==> config.mk <==
export PLATFORM = sky130hd
export DESIGN_NAME = flush_pipe_buffer
export DESIGN_NICKNAME = d
export VERILOG_FILES = /design/src/rtl/fe_pipe_pkg.sv /design/src/rtl/flush_pipe_buffer.sv
export SDC_FILE = /design/constraint.sdc
export NUM_CORES = 1
export LEC_CHECK = 0
export CAP_MARGIN = 10
export CORE_MARGIN = 1
export CORE_UTILIZATION = 48
export DETAILED_ROUTE_END_ITERATION = 10
export PLACE_DENSITY = 0.75
export SYNTH_ARGS = -nofsm -noshare
export SYNTH_HDL_FRONTEND = slang
export SYNTH_SLANG_ARGS = --single-unit
==> constraint.sdc <==
create_clock -name clk -period 1.8 [get_ports clk]
set_input_delay 0.18 -clock clk [delete_from_list [all_inputs] [get_ports clk]]
set_output_delay 0.18 -clock clk [all_outputs]
set_load 0.005 [all_outputs]
==> src/rtl/fe_pipe_pkg.sv <==
// ---------------------------------------------------------------------------
// fe_pipe_pkg
//
// Shared definitions for the front-end pipe buffers (fetch/decode/rename).
//
// Contents:
//   STAT_W        width of the statistics counters exported by pipe buffers
//   FE_BUF_DEPTH  default number of entries in a front-end pipe buffer
//   fe_payload_t  default payload carried between front-end stages
//                 (32-bit instruction word plus 9-bit PC tag = 41 bits)
// ---------------------------------------------------------------------------
package fe_pipe_pkg;

   localparam int STAT_W       = 16;
   localparam int FE_BUF_DEPTH = 4;

   typedef struct packed {
      logic [31:0] instr;
      logic [8:0]  pc;
   } fe_payload_t;

endpackage : fe_pipe_pkg

==> src/rtl/flush_pipe_buffer.sv <==
// ---------------------------------------------------------------------------
// flush_pipe_buffer
//
// Elastic valid/ready FIFO placed between front-end stages.  It carries an
// opaque payload, supports a synchronous flush for branch-mispredict
// recovery, and exports its occupancy so upstream stages can throttle.
//
// Parameters:
//   DWIDTH  payload width in bits (default: width of fe_payload_t, 41)
//   DEPTH   number of entries, power of two and >= 2 (default FE_BUF_DEPTH)
//   CNTW    occupancy counter width, derived from DEPTH
//
// Ports:
//   clk          clock
//   reset        asynchronous active-high reset
//   i_data       upstream payload
//   i_valid      upstream payload valid
//   o_ready      buffer can accept this cycle (independent of i_ready)
//   o_data       head-entry payload (don't-care while o_valid=0)
//   o_valid      head entry valid
//   i_ready      downstream accepts head
//   i_flush      discard all entries; blocks both handshakes that cycle
//   o_count      current occupancy, 0..DEPTH
//   o_stall_cnt  saturating count of upstream stall cycles
//
// Build option:
//   FLUSH_PIPE_BUFFER_STATS_EN  when defined, o_stall_cnt counts cycles in
//                               which upstream offers data but the buffer is
//                               full; when undefined the port is tied to 0.
// ---------------------------------------------------------------------------
module flush_pipe_buffer
   import fe_pipe_pkg::*;
#(
   parameter  int DWIDTH = $bits(fe_payload_t),
   parameter  int DEPTH  = FE_BUF_DEPTH,
   localparam int CNTW   = $clog2(DEPTH + 1)
) (
   input  logic              clk,
   input  logic              reset,
   input  logic [DWIDTH-1:0] i_data,
   input  logic              i_valid,
   output logic              o_ready,
   output logic [DWIDTH-1:0] o_data,
   output logic              o_valid,
   input  logic              i_ready,
   input  logic              i_flush,
   output logic [CNTW-1:0]   o_count,
   output logic [STAT_W-1:0] o_stall_cnt
);

   localparam int PTRW = $clog2(DEPTH);

   logic [DWIDTH-1:0] mem [DEPTH];
   logic [PTRW-1:0]   wr_ptr;
   logic [PTRW-1:0]   rd_ptr;
   logic [CNTW-1:0]   count;
   logic              push;
   logic              pop;

   // Handshake qualifiers.  Full and empty come from the occupancy counter
   // alone, so the pointers are free to wrap.  o_ready looks only at local
   // state and the flush, never at i_ready, which keeps the ready path from
   // chaining through this stage; as a consequence a full buffer refuses a
   // push even when it is popping in the same cycle.
   always_comb begin
      o_ready = (count != CNTW'(DEPTH)) && !i_flush;
      o_valid = (count != '0) && !i_flush;
      push    = i_valid && o_ready;
      pop     = o_valid && i_ready;
   end

   assign o_data  = mem[rd_ptr];
   assign o_count = count;

   // Storage is written only on an accepted push; it is deliberately left
   // out of reset since count gates every read of it.
   always_ff @(posedge clk) begin
      if (push) begin
         mem[wr_ptr] <= i_data;
      end
   end

   // Pointer and occupancy state.  Flush wins over everything and returns
   // the buffer to its post-reset state on the next edge.
   always_ff @(posedge clk or posedge reset) begin
      if (reset) begin
         wr_ptr <= '0;
         rd_ptr <= '0;
         count  <= '0;
      end else if (i_flush) begin
         wr_ptr <= '0;
         rd_ptr <= '0;
         count  <= '0;
      end else begin
         if (push) begin
            wr_ptr <= wr_ptr + PTRW'(1);
         end
         if (pop) begin
            rd_ptr <= rd_ptr + PTRW'(1);
         end
         case ({push, pop})
            2'b10:   count <= count + CNTW'(1);
            2'b01:   count <= count - CNTW'(1);
            default: count <= count;
         endcase
      end
   end

`ifdef FLUSH_PIPE_BUFFER_STATS_EN
   logic [STAT_W-1:0] stall_cnt;
   logic              stall;

   // A stall is a cycle where upstream has data but the buffer is full.
   // Flush cycles are excluded since o_ready is forced low for a different
   // reason.  The counter survives flushes and saturates at all-ones.
   assign stall = i_valid && !o_ready && !i_flush;

   always_ff @(posedge clk or posedge reset) begin
      if (reset) begin
         stall_cnt <= '0;
      end else if (stall && (stall_cnt != '1)) begin
         stall_cnt <= stall_cnt + STAT_W'(1);
      end
   end

   assign o_stall_cnt = stall_cnt;
`else
   assign o_stall_cnt = '0;
`endif

endmodule : flush_pipe_buffer

Figure 1. Sequential cells coloured by netlist name (run 1).
(4 px per um) Other sequential cells in the stronger grey, the rest of the logic in the fainter grey.
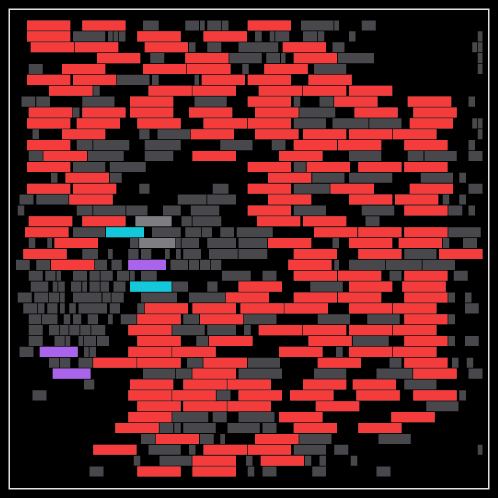
- rd_ptr: cyan (flops 2)
- mem: red (flops 164; where spread over the die)
- o_count: purple (flops 3)
- not coloured: 2
Reg area: 5110 um2
post-route core utilization: 0.636
flop share of the area: 0.602

Figure 2. Metal 3 (run 1).
(3 px per um)
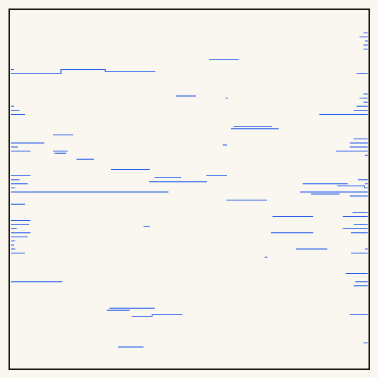
- share of all routed wire: 4.9%
- nets with wire on the layer: 73
- longest straight run: 52.2 um
- wire length on this layer: 601 um
- main direction: horizontal
GRT met3 Usage: 0.0455
number of vias after detailed routing: 3189
Post-Route WL: 12.2 mm

Figure 3. Metal layers overlaid (run 1).
(3 px per um) Two of the layers only.
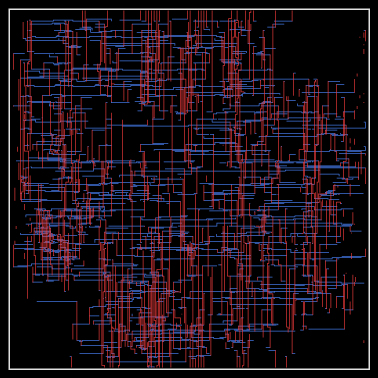
- M2: red (wire length 6330 um)
- M1: blue (wire length 5100 um)
gr usage total: 0.184
routed wire length per instance: 19.7 um

==> ci_impl_report.md, run 1 <==
## Synthesis and layout report

| Metric | Value |
|---|---|
| Status | finished, violations left |
| Violated checks | negative setup slack |
| RSZ-0062 raised after global routing | yes |
| Worst r2r src | o_count[1] |
| Part of the cycle the worst path needs | 1.10 |
| Path depth of the worst reg2reg path | 6 |
| Clock insertion delay at the later pin of the skew report | slightly above 400 ps |
| Number of optimization iterations in the first detailed-route pass | 4 |
| Final period demand of the worst path | slightly below 2000 ps |
| Total DRC errors in the routed layout | 0 |
| Fmax achieved | 0.505 GHz |
| Number of hold violations in the final report | 0 |
| Fraction of layout cells with a size suffix above 1 | 0.377 |
| List of most frequent post-synthesis cells | sky130_fd_sc_hd__edfxtp_1 (164), sky130_fd_sc_hd__mux4_2 (41), sky130_fd_sc_hd__buf_4 (22), sky130_fd_sc_hd__dfrtp_1 (7), sky130_fd_sc_hd__nor2_1 (7) |
| Aggregate global routing overflow | 0 |
| Die x size | 119 um |
| First-pass GRT wire length | about 19 mm |
| Critical path startpoint | rd_ptr[0] |
| Antenna violations before repair | 0 |
| Setup WS post-layout | -182 ps |
| Placement Rows | about 42 |
| FP Core Util | 0.496 |
| Crit path cell chain | buf_12, buf_16, mux4_2, buf_6 |
| Synth async-reset ratio | 0.0409 |
| Post-route clock skew | around 8.5 ps |
| Sequential-to-total area share from yosys stat | 0.770 |
| Crit Path Max Fanout | 6 |
| Kind of critical path | reg2out |
| Crit path largest cell delay | roughly 530 ps |
| Cells taking the most area after synthesis | sky130_fd_sc_hd__edfxtp_1 (74%), sky130_fd_sc_hd__mux4_2 (14%), sky130_fd_sc_hd__dfrtp_1 (2.6%), sky130_fd_sc_hd__buf_4 (2.5%), sky130_fd_sc_hd__ha_1 (0.76%) |
| Number of enable-type register cells in the synthesized netlist | roughly 160 |
| Die height | 119 um |
| Kind of capture point of the worst setup path | output port |
| Reg2Reg Setup Slack | roughly 80 ps |
| Area inside the core boundary | roughly 13000 um2 |
| Synth Flop Type | sky130_fd_sc_hd__edfxtp_1 |
| Final setup viols | 41 |
| Yosys reg bits | around 170 |
| Residual antenna-violating net count after detailed routing | 0 |
| VDD IR max | 0.648 mV |
| Number of OpenROAD warnings | 32 |
| Number of standard cells in the layout, taps in and fillers out | around 620 |
| Capture point of the worst reg-to-reg path | mem[2][2] |
| Post-route design area | ~8500 um2 |
| Required time reported for the critical path endpoint | 1620 ps |
| Most frequent cell after synthesis | sky130_fd_sc_hd__edfxtp_1 |
| Root Driver | sky130_fd_sc_hd__clkbuf_16 |
| Vias in the first global route | 3325 |
| Library cell contributing the largest single delay on the critical path | sky130_fd_sc_hd__dfrtp_4 |
| Top library cells by usage in the layout, fill and taps aside | sky130_fd_sc_hd__edfxtp_1 (164), sky130_fd_sc_hd__clkdlybuf4s50_1 (48), sky130_fd_sc_hd__mux4_2 (41), sky130_fd_sc_hd__buf_2 (31) |
| GPL Wtd Cong | between 0.7 and 0.8 |
| Worst-path clk slew | ~60 ps |
| Deepest clock path buffer count | 2 |
| Most used logic cell in the final layout | sky130_fd_sc_hd__edfxtp_1 |
| Clock Sinks | 171 |
| Dominant cell area share | 0.743 |
| Placed Instances | roughly 570 |
| Count of warnings emitted by yosys | 0 |
| Number of instances in the synthesized netlist | roughly 300 |
| Pins Over Slew Limit | 0 |
| CTS Hold Bufs | 0 |
| Number of buffers added by the clock tree synthesis step | 17 |
| H-tree level count | 4 |
| Worst hold-check path type | in2async |
| Summed standard-cell area reported by yosys | ~6600 um2 |
| Cts repair resizes | 173 |
| Average cell area after synthesis | between 20 and 25 um2 |
| Number of max-capacitance violations reported | 0 |
| Power density over cell area | ~1100 nW/um2 |
| ANT cells | 0 |
## run 1: cell type report
class,count,area [um2]
multi-input combinational,102,1340
inverter,6,22.5
clock buffer,17,425
tap,176,220
clock inverter,15,145
sequential,171,5110
timing repair buffer,129,1220
fill,926,4860
## run 1: cells by family (layout without fill, tap and decap cells)
| logic type | after synthesis | after routing | share of synthesized area |
|---|---|---|---|
| flops | 171 | 171 | 0.770 |
| mux | 43 | 43 | 0.143 |
| buf+inv | 37 | 167 | 0.0380 |
| simple gates | 21 | 21 | 0.0176 |
| compound gates | 12 | 12 | 0.0136 |
| fa+ha+maj | 5 | 5 | 0.0106 |
| xor+xnor | 5 | 5 | 0.00661 |
| other cells | 1 | 16 | 0.000566 |
## run 1: layer usage
layer	vias to the layer above	part of all wire	global-route usage
met4	0	0.011	0.0609
met5	-	0	0
met3	13	0.049	0.0455
met2	105	0.52	0.301
met1	1635	0.42	0.243
li1	1436	-	-
## run 1: power breakdown
part | internal [uW] | switching (uW)
combinational | 714 | 524
sequential | 4530 | 58.4
clock | 2040 | 1440
total | 7290 | 2020
## run 1: stage by stage
| step | TNS, ps | hold WS, ps | power (uW) |
|---|---|---|---|
| CTS | -8490 | 3.93 | 9480 |
| floorplan | -22440 | -16.6 | 5260 |
| global route | -8170 | 21.3 | 9640 |
| detailed placement | -9450 | 451 | 5930 |
| finish | -5470 | 11.7 | 9300 |
| global placement | -3940 | 451 | 5910 |
## run 1: critical path, delay by kind of cell (launching register included)
kind	cells	cell delay (ps)
flip-flops	1	530
buffers and inverters	3	430
multiplexers	1	430
## run 1: state kept, by name, summed over array words and instances, names as in the netlist
signal / cells
mem: 164
rd_ptr: 2
o_count: 3
wr_ptr: 2
## Run 2: what changed since run 1
Settings changed: SLEW_MARGIN from default to 20.
Figure 4. Placed cells, one colour a class (run 2).
(2 px per um)
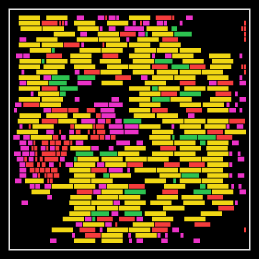
- remaining buffers and delay cells: magenta (cells 129)
- sequential cells: yellow (cells 171)
- clock drivers and dummy loads: green (cells 32)
- remaining logic cells: red (cells 108)
post-route design area: 8480 um2
area inside the core boundary: 13300 um2
Placement Rows: 42

==> run 2 against run 1 <==
The flow still finishes with violations (negative setup slack). Power is the same. Clock power is essentially flat. Die area is the same. Sequential share of layout area is the same. Critical path type unchanged. Largest cell class unchanged. Highest routed layer unchanged.
==> ci_impl_report.md, run 2 <==
## Synthesis and layout report

| Metric | Value |
|---|---|
| Power density over cell area | around 1100 nW/um2 |
| Deepest clock path buffer count | 2 |
| Die outline area | around 14000 um2 |
| Fraction of layout cells with a size suffix above 1 | 0.377 |
| Library cell contributing the largest single delay on the critical path | sky130_fd_sc_hd__dfrtp_4 |
| Number of standard cells in the layout, taps in and fillers out | roughly 620 |
| Gr usage total | 0.184 |
| Sequential-to-total area share from yosys stat | 0.770 |
| Final setup viols | slightly above 40 |
| FP Core Util | 0.496 |
| Worst hold-check path type | in2async |
| I/O pin total | 108 |
| Dominant cell area share | 0.743 |
| Top library cells by usage in the layout, fill and taps aside | sky130_fd_sc_hd__edfxtp_1 (164), sky130_fd_sc_hd__clkdlybuf4s50_1 (48), sky130_fd_sc_hd__mux4_2 (41), sky130_fd_sc_hd__buf_2 (31) |
| Crit path largest cell delay | ~530 ps |
| Kind of critical path | reg2out |
| Area added between synthesis and finish | 28.1% |
| Total cell area at the placement stage | about 8000 um2 |
| List of most frequent post-synthesis cells | sky130_fd_sc_hd__edfxtp_1 (164), sky130_fd_sc_hd__mux4_2 (41), sky130_fd_sc_hd__buf_4 (22), sky130_fd_sc_hd__dfrtp_1 (7), sky130_fd_sc_hd__nor2_1 (7) |
| Cell internal pwr | roughly 7300 uW |
| Leakage power total | roughly 0.003 uW |
| Clock Sinks | around 170 |
| CP Data Arrival Time | 1800 ps |
| Reg with most FFs | mem |
| ANT cells | 0 |
| Antenna violations before repair | 0 |
| Pins Over Slew Limit | 0 |
| Number of max-capacitance violations reported | 0 |
| PortBufs | between 90 and 100 |
| Kind of capture point of the worst setup path | output port |
| Family with the most delay on the worst path | flip-flops |
| Number of optimization iterations in the first detailed-route pass | 4 |
| Final period demand of the worst path | slightly below 2000 ps |
| Status | finished, violations left |
| Post-route clock skew | around 8.5 ps |
| Switching share of power | 0.217 |
| GPL Wtd Cong | approximately 0.73 |
| Fmax achieved | between 0.5 and 0.6 GHz |
| Total DRC errors in the routed layout | 0 |
| Worst-path clk slew | approximately 60 ps |
| Setup WS post-layout | -182 ps |
| Final-layout setup total negative slack | -5470 ps |
| Synth Flop Type | sky130_fd_sc_hd__edfxtp_1 |
| Yosys reg bits | about 170 |
| Clock network power share | 0.374 |
| Residual antenna-violating net count after detailed routing | 0 |
| Clock insertion delay at the later pin of the skew report | 410 ps |
| Worst slack after detailed placement | -74.4 ps |
| Most used logic cell in the final layout | sky130_fd_sc_hd__edfxtp_1 |
| Crit Path Max Fanout | 6 |
| Die height | approximately 120 um |
| H-tree level count | 4 |
| WHS | approximately 12 ps |
| Number of buffers and inverters on the critical path | 3 |
| Sequential power share | 0.493 |
| CTS Hold Bufs | 0 |
| Most frequent cell after synthesis | sky130_fd_sc_hd__edfxtp_1 |
| Post-route core utilization | 0.636 |
| Power of the sequential group | roughly 4600 uW |
| Leading area contributor after synthesis | sky130_fd_sc_hd__edfxtp_1 |
| VDD IR max | ~0.65 mV |
| Summed standard-cell area reported by yosys | between 6000 and 7000 um2 |
| P_clk | 3480 uW |
| Count of warnings emitted by yosys | 0 |
| Required time reported for the critical path endpoint | about 1600 ps |
| Violated checks | negative setup slack |
| Power spent charging and discharging nets | approximately 2000 uW |
| Synth async-reset ratio | 0.0409 |
| Crit path cell chain | buf_12, buf_16, mux4_2, buf_6 |
| Group with the largest share of power | registers |
| Vias in the first global route | around 3.3k |
| Number of hold violations in the final report | 0 |
| First-pass GRT wire length | 18.8 mm |
| Post-Route WL | approximately 12 mm |
| Final Power | approximately 9300 uW |
| Number of enable-type register cells in the synthesized netlist | 164 |
| Average vias per placed instance | 5.18 |
| Placed Instances | ~570 |
| RSZ-0062 raised after global routing | yes |
| Die x size | approximately 120 um |
| Total number of nets in the final design | approximately 480 |
| Cells taking the most area after synthesis | sky130_fd_sc_hd__edfxtp_1 (74%), sky130_fd_sc_hd__mux4_2 (14%), sky130_fd_sc_hd__dfrtp_1 (2.6%), sky130_fd_sc_hd__buf_4 (2.5%), sky130_fd_sc_hd__ha_1 (0.76%) |
| Aggregate global routing overflow | 0 |
| Part of the cycle the worst path needs | 1.10 |
| Number of buffers added by the clock tree synthesis step | 17 |
| TritonCTS clock tree | built |
| Flip-flop count of the largest register after layout | roughly 160 |
| Root Driver | sky130_fd_sc_hd__clkbuf_16 |
| Routed wire length per instance | ~20 um |
| Cell total in the yosys stat output | 295 |
| Power Combinational | roughly 1200 uW |
| Tally of unique sky130hd cells used after synthesis | 35 |
| Number of OpenROAD warnings | 32 |
| Number of vias after detailed routing | 3189 |
| Number of instances in the synthesized netlist | about 300 |
| Average cell area after synthesis | 22.5 um2 |
| Share of total power in combinational logic | 0.133 |
[run 2: cell counts after synthesis]
No cell type changed its count.
[run 2: cell type report]
cell class	count	area, um2
Clock buffer	17	425
Clock inverter	15	145
Sequential cell	171	5110
Timing Repair Buffer	129	1220
Tap cell	176	220
Fill cell	926	4860
Multi-Input combinational cell	102	1340
Inverter	6	22.5
[run 2: cells by family (layout without fill, tap and decap cells)]
| logic type | Yosys count | after routing | synth area share |
|---|---|---|---|
| AND-OR/OR-AND | 12 | 12 | 0.0136 |
| XOR/XNOR | 5 | 5 | 0.00661 |
| multiplexers | 43 | 43 | 0.143 |
| AND/OR/NAND/NOR | 21 | 21 | 0.0176 |
| flip-flops | 171 | 171 | 0.770 |
| adder cells (fa/ha/maj) | 5 | 5 | 0.0106 |
| buffers and inverters | 37 | 167 | 0.0380 |
| other | 1 | 16 | 0.000566 |
[run 2: per-layer routing]
layer / vias to the layer above / share of wire / global-route usage / wire (um)
li1: 1436 / - / - / -
met1: 1635 / 0.42 / 0.243 / 5100
met2: 105 / 0.52 / 0.301 / 6330
met3: 13 / 0.049 / 0.0455 / 601
met4: 0 / 0.011 / 0.0609 / 137
met5: - / 0 / 0 / 0
[run 2: worst paths after layout]
path	start	end	slack [ps]	cells past startpoint
min	reset	wr_ptr[1]	10	2
max in group asynchronous	reset	rd_ptr[0]	1530	2
max	rd_ptr[0]	o_data[19]	-180	4
max reg2reg	o_count[1]	mem[2][2]	80	6
min in group clk	i_data[26]	mem[1][26]	400	1
min reg2reg	wr_ptr[0]	wr_ptr[0]	620	1
[run 2: repair_timing]
item                                    CTS  global route
resized                                 173            11
pin swaps                                 0             1
endpoints found under the setup margin   43            42
setup buffers                            15             0
endpoints found under the hold margin     0             0
cloned                                    3             0
## Run 3: what changed since run 2
Settings changed: CORE_UTILIZATION 48 to 50, PLACE_DENSITY 0.75 to 0.74, SKIP_LAST_GASP from default to 1.
Clock period 1.8 ns to 2.05 ns, I/O delays scaled along.
==> run 3 against run 2 <==
The flow still finishes with violations (negative setup slack). Largest cell class unchanged. Count of clock-buffer cells in the layout grew 3. Clock skew shrank 3.1 ps. Worst setup slack gained 140 ps. Worst hold slack gained 22 ps. Wire length shrank 3.2%. Critical endpoint is now o_data[35]. Largest power group unchanged. Sequential power shrank 12%. Via count shrank 1.5%. First-iteration DRC count shrank 4.5%. Design area shrank 1.2%. Critical path type unchanged. Synthesized cell count is the same.
==> ci_impl_report.md, run 3 <==
## Synthesis and layout report

| Metric | Value |
|---|---|
| Average vias per placed instance | ~5.2 |
| Cell area after synthesis | roughly 6600 um2 |
| Gr usage total | 0.186 |
| Final HPWL DP | 7.09 mm |
| Power density over cell area | 969 nW/um2 |
| Leakage power total | ~0.0028 uW |
| PortBufs | between 90 and 100 |
| Crit path largest cell delay | 510 ps |
| List of most frequent post-synthesis cells | sky130_fd_sc_hd__edfxtp_1 (164), sky130_fd_sc_hd__mux4_2 (41), sky130_fd_sc_hd__buf_4 (22), sky130_fd_sc_hd__dfrtp_1 (7), sky130_fd_sc_hd__nor2_1 (7) |
| Worst-path clk slew | 60 ps |
| Post-route clock skew | approximately 5.4 ps |
| Top Metal Used | met4 |
| Die outline area | about 14000 um2 |
| Total DRC errors in the routed layout | 0 |
| Clock Sinks | 171 |
| Number of instances in the synthesized netlist | between 200 and 300 |
| Total cell area at the placement stage | approximately 8000 um2 |
| Worst hold-check path type | in2async |
| Clock insertion delay at the later pin of the skew report | about 420 ps |
| Number of optimization iterations in the first detailed-route pass | 5 |
| Required time reported for the critical path endpoint | 1850 ps |
| Switching share of power | 0.214 |
| Synth async-reset ratio | 0.0409 |
| Average cell area after synthesis | 22.5 um2 |
| Cells taking the most area after synthesis | sky130_fd_sc_hd__edfxtp_1 (74%), sky130_fd_sc_hd__mux4_2 (14%), sky130_fd_sc_hd__dfrtp_1 (2.6%), sky130_fd_sc_hd__buf_4 (2.5%), sky130_fd_sc_hd__ha_1 (0.76%) |
| ANT cells | 0 |
| Flip-flop count of the largest register after layout | about 160 |
| Number of enable-type register cells in the synthesized netlist | between 150 and 200 |
| First-pass GRT wire length | ~18 mm |
| Final Power | between 8000 and 9000 uW |
| Number of vias after detailed routing | between 3k and 4k |
| Placed Instances | 558 |
| Library cell contributing the largest single delay on the critical path | sky130_fd_sc_hd__dfrtp_4 |
| Deepest clock path buffer count | 2 |
| Area added between synthesis and finish | 26.6% |
| Number of OpenROAD warnings | 31 |
| Number of standard cells in the layout, taps in and fillers out | between 600 and 700 |
| Number of buffers added by the clock tree synthesis step | 17 |
| Crit path cell chain | buf_4, buf_12, mux4_2, clkdlybuf4s15_1 |
| Violated checks | negative setup slack |
| Status | finished, violations left |
| H-tree level count | 4 |
| Antenna violations before repair | 0 |
| FP Core Util | 0.519 |
| Synth Flop Type | sky130_fd_sc_hd__edfxtp_1 |
| P_clk | between 3000 and 4000 uW |
| Sequential power share | 0.496 |
| CP Data Arrival Time | between 1500 and 2000 ps |
| Group with the largest share of power | registers |
| GRT met3 Usage | 0.0577 |
| Cell internal pwr | between 6000 and 7000 uW |
| Part of the cycle the worst path needs | 1.02 |
| VDD IR max | a little under 0.6 mV |
| GPL Wtd Cong | 0.731 |
| Leading area contributor after synthesis | sky130_fd_sc_hd__edfxtp_1 |
| Vias in the first global route | roughly 3.3k |
| Area inside the core boundary | about 13000 um2 |
| Yosys reg bits | ~170 |
| Fraction of layout cells with a size suffix above 1 | 0.344 |
| Routed wire length per instance | 19.6 um |
| Power spent charging and discharging nets | ~1700 uW |
| Maximum number of pins on one net before global-route repair | 32 |
| WHS | about 34 ps |
| Fmax achieved | roughly 0.48 GHz |
| Final setup viols | 1 |
| Die height | 117 um |
| Total number of nets in the final design | roughly 470 |
| Final-layout setup total negative slack | -45.2 ps |
| I/O pin total | 108 |
| Tally of unique sky130hd cells used after synthesis | 35 |
| Post-route design area | ~8400 um2 |
| Summed standard-cell area reported by yosys | 6620 um2 |
| Busiest grt layer | met2 |
| GR Layer Usage met2 | 0.312 |
| Post-Route WL | between 10 and 15 mm |
| GR Util met1 | 0.228 |
| Count of warnings emitted by yosys | 0 |
| Most used logic cell in the final layout | sky130_fd_sc_hd__edfxtp_1 |
| CTS Hold Bufs | 0 |
| Kind of critical path | reg2out |
| TritonCTS clock tree | built |
| Pins Over Slew Limit | 0 |
| Met3 wire length | ~630 um |
| Kind of capture point of the worst setup path | output port |
| Cell total in the yosys stat output | between 200 and 300 |
| Power of the sequential group | approximately 4000 uW |
| Setup WS post-layout | -45.2 ps |
| Final period demand of the worst path | 2100 ps |
| Top library cells by usage in the layout, fill and taps aside | sky130_fd_sc_hd__edfxtp_1 (164), sky130_fd_sc_hd__clkdlybuf4s50_1 (50), sky130_fd_sc_hd__mux4_2 (41), sky130_fd_sc_hd__buf_2 (31), sky130_fd_sc_hd__clkbuf_16 (17) |
| RSZ-0062 raised after global routing | yes |
| Power Combinational | 1070 uW |
| Residual antenna-violating net count after detailed routing | 0 |
| Crit Path Max Fanout | 6 |
| Routed metal-1 wire length | just under 5 mm |
| Reg2Reg Setup Slack | roughly 220 ps |
| Total met2 wirelength after detailed routing | about 6.1 mm |
| Sequential-to-total area share from yosys stat | 0.770 |
| Root Driver | sky130_fd_sc_hd__clkbuf_16 |
| Number of hold violations in the final report | 0 |
| Filler cell count | 844 |
| Dominant cell area share | 0.743 |
| Most frequent cell after synthesis | sky130_fd_sc_hd__edfxtp_1 |
| Number of max-capacitance violations reported | 0 |
| Aggregate global routing overflow | 0 |
| Reg with most FFs | mem |
| Number of DRC violations after detailed-routing iteration 0 | about 190 |
| Clock network power share | 0.372 |
| Category of the worst setup path launch point | register |
| Worst slack after detailed placement | about 110 ps |
| Share of total power in combinational logic | 0.132 |
| Die x size | 117 um |
==> run 3: netlist changes by cell type in the layout (fill, tap and decap cells not counted), sizes merged <==
cell | before | now
clkdlybuf4s15 | 0 | 3
clkinvlp | 0 | 4
dlymetal6s2s | 1 | 0
dlygate4sd2 | 1 | 2
clkbuf | 22 | 23
clkinv | 8 | 5
inv | 11 | 7
clkdlybuf4s50 | 48 | 50
buf | 74 | 61
==> run 3: worst paths after layout <==
kind / startpoint / end / depth (start not counted)
worst max-delay path: rd_ptr[0] / o_data[35] / 4
worst min-delay path: reset / wr_ptr[1] / 2
worst max register to register: o_count[1] / mem[0][11] / 5
worst min register to register: wr_ptr[0] / wr_ptr[0] / 1
max in group asynchronous: reset / rd_ptr[0] / 2
min in group clk: i_data[31] / mem[1][31] / 1
==> run 3: worst max-delay path, delay by kind of cell (launching register included) <==
family                 cells  cell delay [ps]
buffers and inverters      3              510
DFF                        1              510
muxes                      1              450
==> run 3: final cells by class <==
class                      instances  area, um2  share of cell area
tap                              172        215              0.0257
clock buffer                      20        437              0.0521
multi-input combinational        102       1330               0.159
inverter                           6       22.5             0.00269
clock inverter                    12        124              0.0148
timing repair buffer             119       1150               0.137
sequential                       171       5110               0.609
==> run 3: what timing repair did <==
| item | in CTS | in global routing |
|---|---|---|
| setup endpoints to repair | 41 | 25 |
| gates cloned | 5 | 0 |
| gates resized | 148 | 13 |
| setup buffers | 10 | 1 |
==> run 3: kinds of logic (layout without fill, tap and decap cells) <==
kind of cell,Yosys count,count (layout),synth area share
buffers and inverters,37,157,0.0380
DFF,171,171,0.770
other,1,16,0.000566
xor gates and xnor gates,5,5,0.00661
AOI/OAI and AO/OA,12,12,0.0136
muxes,43,43,0.143
adders and majority gates,5,5,0.0106
and+or+nand+nor,21,21,0.0176
Figure 5. Placement view (run 3).
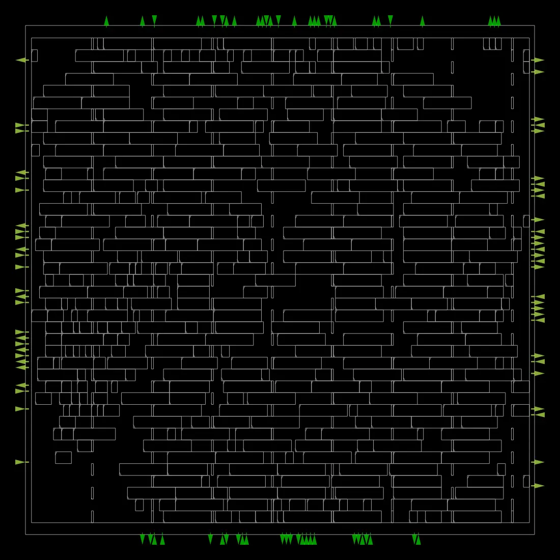
flop share of the area: 0.609
post-route core utilization: 0.656
Placement Rows: 41

Power is estimated from default activity; no workload was simulated.
